`src/rtl/integrador_dupla_rampa.sv`:
```
// Cycle-accurate dual-slope integrator with zero-crossing comparator.
// Integrates vm, de-integrates vref and emits a single Vint_z pulse per reference ramp.
module integrador_dupla_rampa #(
  parameter int VIN_W = 10,
  parameter int ACC_W = 20
) (
  input  logic             ck,
  input  logic             rst_s,
  input  logic             ch_zr,
  input  logic             ch_vm,
  input  logic             ch_ref,
  input  logic [VIN_W-1:0] vm,
  input  logic [VIN_W-1:0] vref,
  output logic             Vint_z,
  output logic [ACC_W-1:0] vint,
  output logic             sat,
  output logic             erro
);

  localparam int PAD = ACC_W - VIN_W;

  typedef enum logic [2:0] {
    HOLD,
    AUTOZERO,
    INTEGRA,
    DESINTEGRA,
    ILEGAL
  } modo_t;

  modo_t            modo;
  logic             armado;
  logic             armado_n;
  logic [ACC_W-1:0] vint_n;
  logic             vint_z_n;
  logic             sat_n;
  logic             erro_n;
  logic [ACC_W:0]   soma;
  logic [ACC_W-1:0] vref_ext;

  function automatic logic [ACC_W-1:0] ext_code(input logic [VIN_W-1:0] c);
    return {{PAD{1'b0}}, c};
  endfunction

  // MSB of the result is the overflow flag; the low bits are already clamped.
  function automatic logic [ACC_W:0] sat_add(input logic [ACC_W-1:0] a,
                                             input logic [VIN_W-1:0] b);
    logic [ACC_W:0] s;
    s = {1'b0, a} + {1'b0, ext_code(b)};
    if (s[ACC_W]) s = {1'b1, {ACC_W{1'b1}}};
    return s;
  endfunction

  always_comb begin
    unique case ({ch_zr, ch_vm, ch_ref})
      3'b000:  modo = HOLD;
      3'b100:  modo = AUTOZERO;
      3'b010:  modo = INTEGRA;
      3'b001:  modo = DESINTEGRA;
      default: modo = ILEGAL;
    endcase
  end

  assign soma     = sat_add(vint, vm);
  assign vref_ext = ext_code(vref);

  always_comb begin
    vint_n   = vint;
    vint_z_n = 1'b0;
    sat_n    = sat;
    erro_n   = erro;
    armado_n = armado;
    unique case (modo)
      HOLD: armado_n = 1'b1;
      AUTOZERO: begin
        vint_n   = '0;
        sat_n    = 1'b0;
        erro_n   = 1'b0;
        armado_n = 1'b1;
      end
      INTEGRA: begin
        vint_n = soma[ACC_W-1:0];
        if (soma[ACC_W]) sat_n = 1'b1;
      end
      DESINTEGRA: begin
        if (vref == '0) begin
          erro_n = 1'b1;
        end else if (vint > vref_ext) begin
          vint_n = vint - vref_ext;
        end else begin
          // Crossing reached: only the first one in this ramp produces a pulse.
          vint_n   = '0;
          vint_z_n = armado;
          armado_n = 1'b0;
        end
      end
      ILEGAL: erro_n = 1'b1;
      default: ;
    endcase
  end

  always_ff @(posedge ck) begin
    if (rst_s) begin
      vint   <= '0;
      Vint_z <= 1'b0;
      sat    <= 1'b0;
      erro   <= 1'b0;
      armado <= 1'b1;
    end else begin
      vint   <= vint_n;
      Vint_z <= vint_z_n;
      sat    <= sat_n;
      erro   <= erro_n;
      armado <= armado_n;
    end
  end

endmodule

```
`config.mk`:
```
export PLATFORM = sky130hd
export DESIGN_NAME = integrador_dupla_rampa
export DESIGN_NICKNAME = d
export VERILOG_FILES = /design/src/rtl/integrador_dupla_rampa.sv
export SDC_FILE = /design/constraint.sdc
export NUM_CORES = 1
export LEC_CHECK = 0
export ABC_AREA = 1
export CAP_MARGIN = 20
export CORE_UTILIZATION = 55
export DETAILED_ROUTE_END_ITERATION = 8
export GPL_ROUTABILITY_DRIVEN = 0
export PLACE_DENSITY = 0.83
export SYNTH_ARGS = -nofsm -noshare
export SYNTH_HDL_FRONTEND = slang
export SYNTH_SLANG_ARGS = --single-unit
```
`constraint.sdc`:
```
create_clock -name ck -period 3 [get_ports ck]
set_input_delay 0.6 -clock ck [delete_from_list [all_inputs] [get_ports ck]]
set_output_delay 0.6 -clock ck [all_outputs]
set_load 0.02 [all_outputs]
```
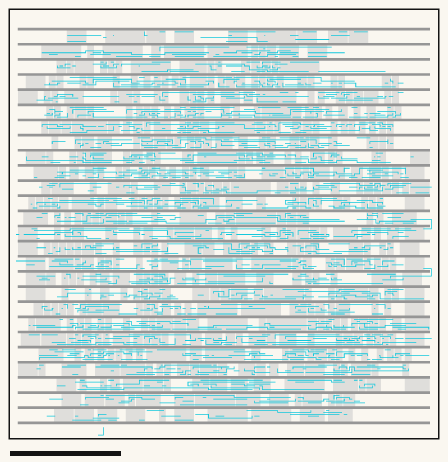
(images/met1.png)
Bar = 20 um. Supply wires on this layer in grey.
The layer holds 44% of the routed length. 577 nets have wire on it. The layer carries 3850 um of wire. The longest straight run is 25.8 um. The wires run mostly horizontal.
final WL: 8670 um
met1 GRT Util: 41.75%
via count: 3511

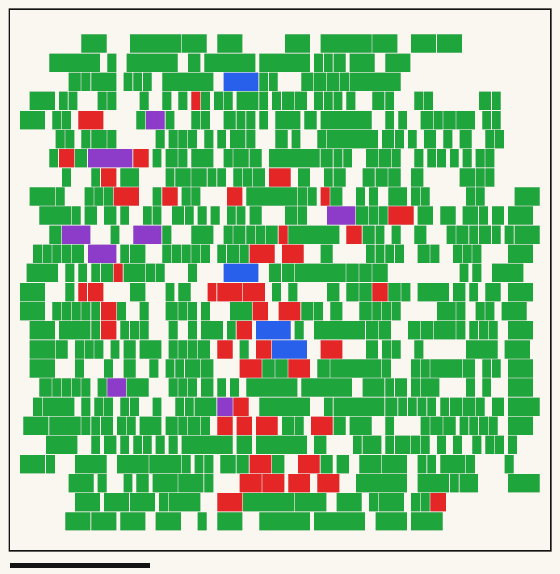
(images/drive_strength.png)
Bar = 20 um.
Key: drive 3 to 4 = purple [cells 8]; drive 2 = red [cells 45]; drive 1 or less = green [cells 516]; drive 6 and up = blue [cells 4]
area delta synth->final: 18.26%
Non-clock buffers: 49
post-route cell area: 3646 um2
worst setup margin: 390.6 ps

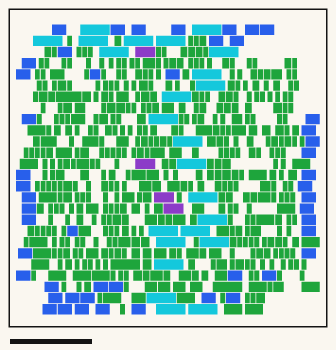
(images/cell_classes.png)
Bar = 20 um.
Key: other buffers and delay cells = blue [cells 49]; clock drivers and dummy loads = purple [cells 4]; flip-flops = cyan [cells 24]; all other logic = green [cells 496]

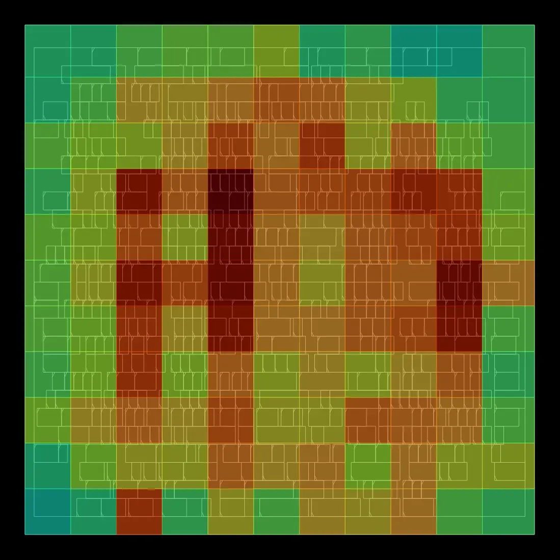
(images/final_congestion.png)
busiest grt layer: met2
Final Core Density: 69.61%
post-DR wirelength/cell: 13.48 um
GRT Util Overall: 30.87%

==> impl_metrics.ini <==
; yosys + openroad results
[drt]
drc = 0
antenna_left = 0
first_pass_iters = 5
drt_iter0_drc = 281
vias_per_cell = 5.460

[floorplan]
die_x_um = 76.87
io_pins = 48
rows = 26
die-area_um2 = 5909
core_area_um2 = 5238
fp_util_pct = 58.86
die_h_um = 76.87

[logic_synthesis]
synth.top_cell.area_share_pct = 19.12
synthCells = 529
yosys_area_um2 = 3083
synth.area.top_cells = nand2_1, dfxtp_1, inv_1
ff_type = dfxtp_1
synth-seq-area-share_pct = 15.58
ys.warnings.count = 0
synth_area_per_cell_um2 = 5.828
common_cells = nand2_1, inv_1, nor2_1
yosys.area.top_type = nand2_1
netlist_area_um2 = 3083
ys_types = 38
edf_count = 0
syn_nets = 576
top_cell = nand2_1
synthArstFlopShare_pct = 0
yosys-stat-cells = 529
ys_ff = 24

[final_timing]
fmax_mhz = 383.2
setup_viol_count_final = 0
hold_viol_final = 0
drv_slew = 0
fin_crit_sh_pct = 86.98
rsz0062_at_grt = no
tns_ps = 0
skew_ps = 6.935
maxSlewHeadroom_pct = 66.51
tightest_slew_ps = 501.7
finalCriticalPeriod_ps = 2609

[clocking]
numCtsBuffers = 3
cts-resized-gates = 0
clk_pin_slew_ps = 80
clock_path_buffers = 2
post-cts-setup-buffers = 0
cts_tree = done
cts_hold_buffers = 0
insertion_delay_ps = 270
cts.sinks = 24
root_buffer = clkbuf_8
cts-htree-levels = 1

[power_and_ir_drop]
p_leak_nw = 1.839
power-per-cell-area_nw_per_um2 = 344.6
peakVddDrop_mv = 0.1878

[placement]
place_hpwl_um = 7140
place_inst = 639
numPortBuffers = 47

[worst_setup_path]
worstPathRequired_ps = 3170
critPathKind = input port to flip-flop
cp.arrival_ps = 2780
cp-end-kind = flip-flop
critPathLaunchType = input port
critPathMaxFanout = 13

[worst_hold_path]
hp-class = flip-flop to flip-flop

[run_status]
status = finished clean

[global_route]
grt_pass1_vias = 3304
grt_pass1_wl_um = 14810
antenna_found_initial = 0
grt_max_degree = 20
grt_overflow = 0

[layout]
instances_no_fill = 643
seq_area_um2 = 480.5
diodes = 0
final_nets = 621
layout.area.comb_um2 = 2242
fillerInstances = 487
final_layout_size_suffix_gt1_share_pct = 9.948

[job]
tool_warnings = 26
cap_violations = 0
[where the power goes]
group / total [mW] / internal, mW / switching [mW]
combinational: 0.640 / 0.248 / 0.392
clock: 0.219 / 0.117 / 0.102
sequential: 0.398 / 0.344 / 0.0540
total: 1.26 / 0.709 / 0.547
[layout make-up]
type                    count  area share [%]
clock buffers               4           1.510
inverters                  78           8.099
multi-input cells         418           61.50
flip-flops and latches     24           13.18
well taps                  70           2.402
repair buffers             49           13.32
[per-layer routing]
layer	global-route usage (%)	part of all wire (%)	vias up
met4	11.92	2.5	0
met1	41.75	44	1561
met2	51.07	45	139
met3	1.786	7.7	21
met5	0	0	-
li1	-	-	1790
[cell usage in the layout, fill, tap and decap left out, types with 4 or more instances in the layout]
cell type,Yosys,final
a21oi_1,27,27
a21oi_2,15,15
clkbuf_8,0,4
clkdlybuf4s50_1,0,47
dfxtp_1,24,24
ha_1,20,20
inv_1,71,71
inv_2,6,6
nand2_1,157,157
nand2_2,12,12
nand3_1,46,46
nand3_2,4,4
nand3b_1,4,4
nand4_1,11,11
nor2_1,57,57
nor2_2,4,4
nor3_1,5,4
o21ai_0,22,22
xnor2_1,6,6
xor2_1,8,8
[state kept, by name, summed over array words and instances (netlist names)]
signal  count
vint       20
Vint_z      1
armado      1
erro        1
sat         1
[through the flow]
step                area [um2]  hold WS, ps  worst slack [ps]  utilization, %  total power [mW]
floorplan                 3083        419.1             714.7               -            0.8442
global placement          3591        430.9             201.7           68.56             1.018
detailed placement        3591        440.0             134.8           68.56             1.030
CTS                       3646        452.7             430.1           69.61             1.249
global route              3646        470.9             223.7           69.61             1.353
finish                    3646        451.3             390.6           69.61             1.257
[cell families (layout without fill, tap and decap cells)]
logic type	Yosys count	in the layout	share of synthesized area, %
adders and majority gates	22	22	9.416
and+or+nand+nor	313	313	45.86
buffers and inverters	87	131	11.85
xor gates and xnor gates	14	14	3.977
AOI/OAI and AO/OA	69	69	13.31
DFF	24	24	15.58
[worst max-delay path, cell delays in order]
cell             delay [ps]
clkdlybuf4s50_1         410
ha_1                    230
fa_1                    420
nand2_1                  90
nand2_1                  90
nand3_1                  80
nand2_1                 100
nand3_1                 130
nand2_2                  90
nand2_2                 100
nand2_4                 110
inv_2                   140
nand2_1                  60
nor2_1                   90
nor2_1                   40
[final timing paths]
path | from | slack, ps | end | depth (start not counted)
worst max-delay path | vm[0] | 390 | vint[11] | 15
worst min-delay path | armado | 450 | Vint_z | 2
worst max register to register | vint[0] | 780 | vint[17] | 14
worst min register to register | armado | 450 | Vint_z | 2
Power is estimated from default activity; no workload was simulated.
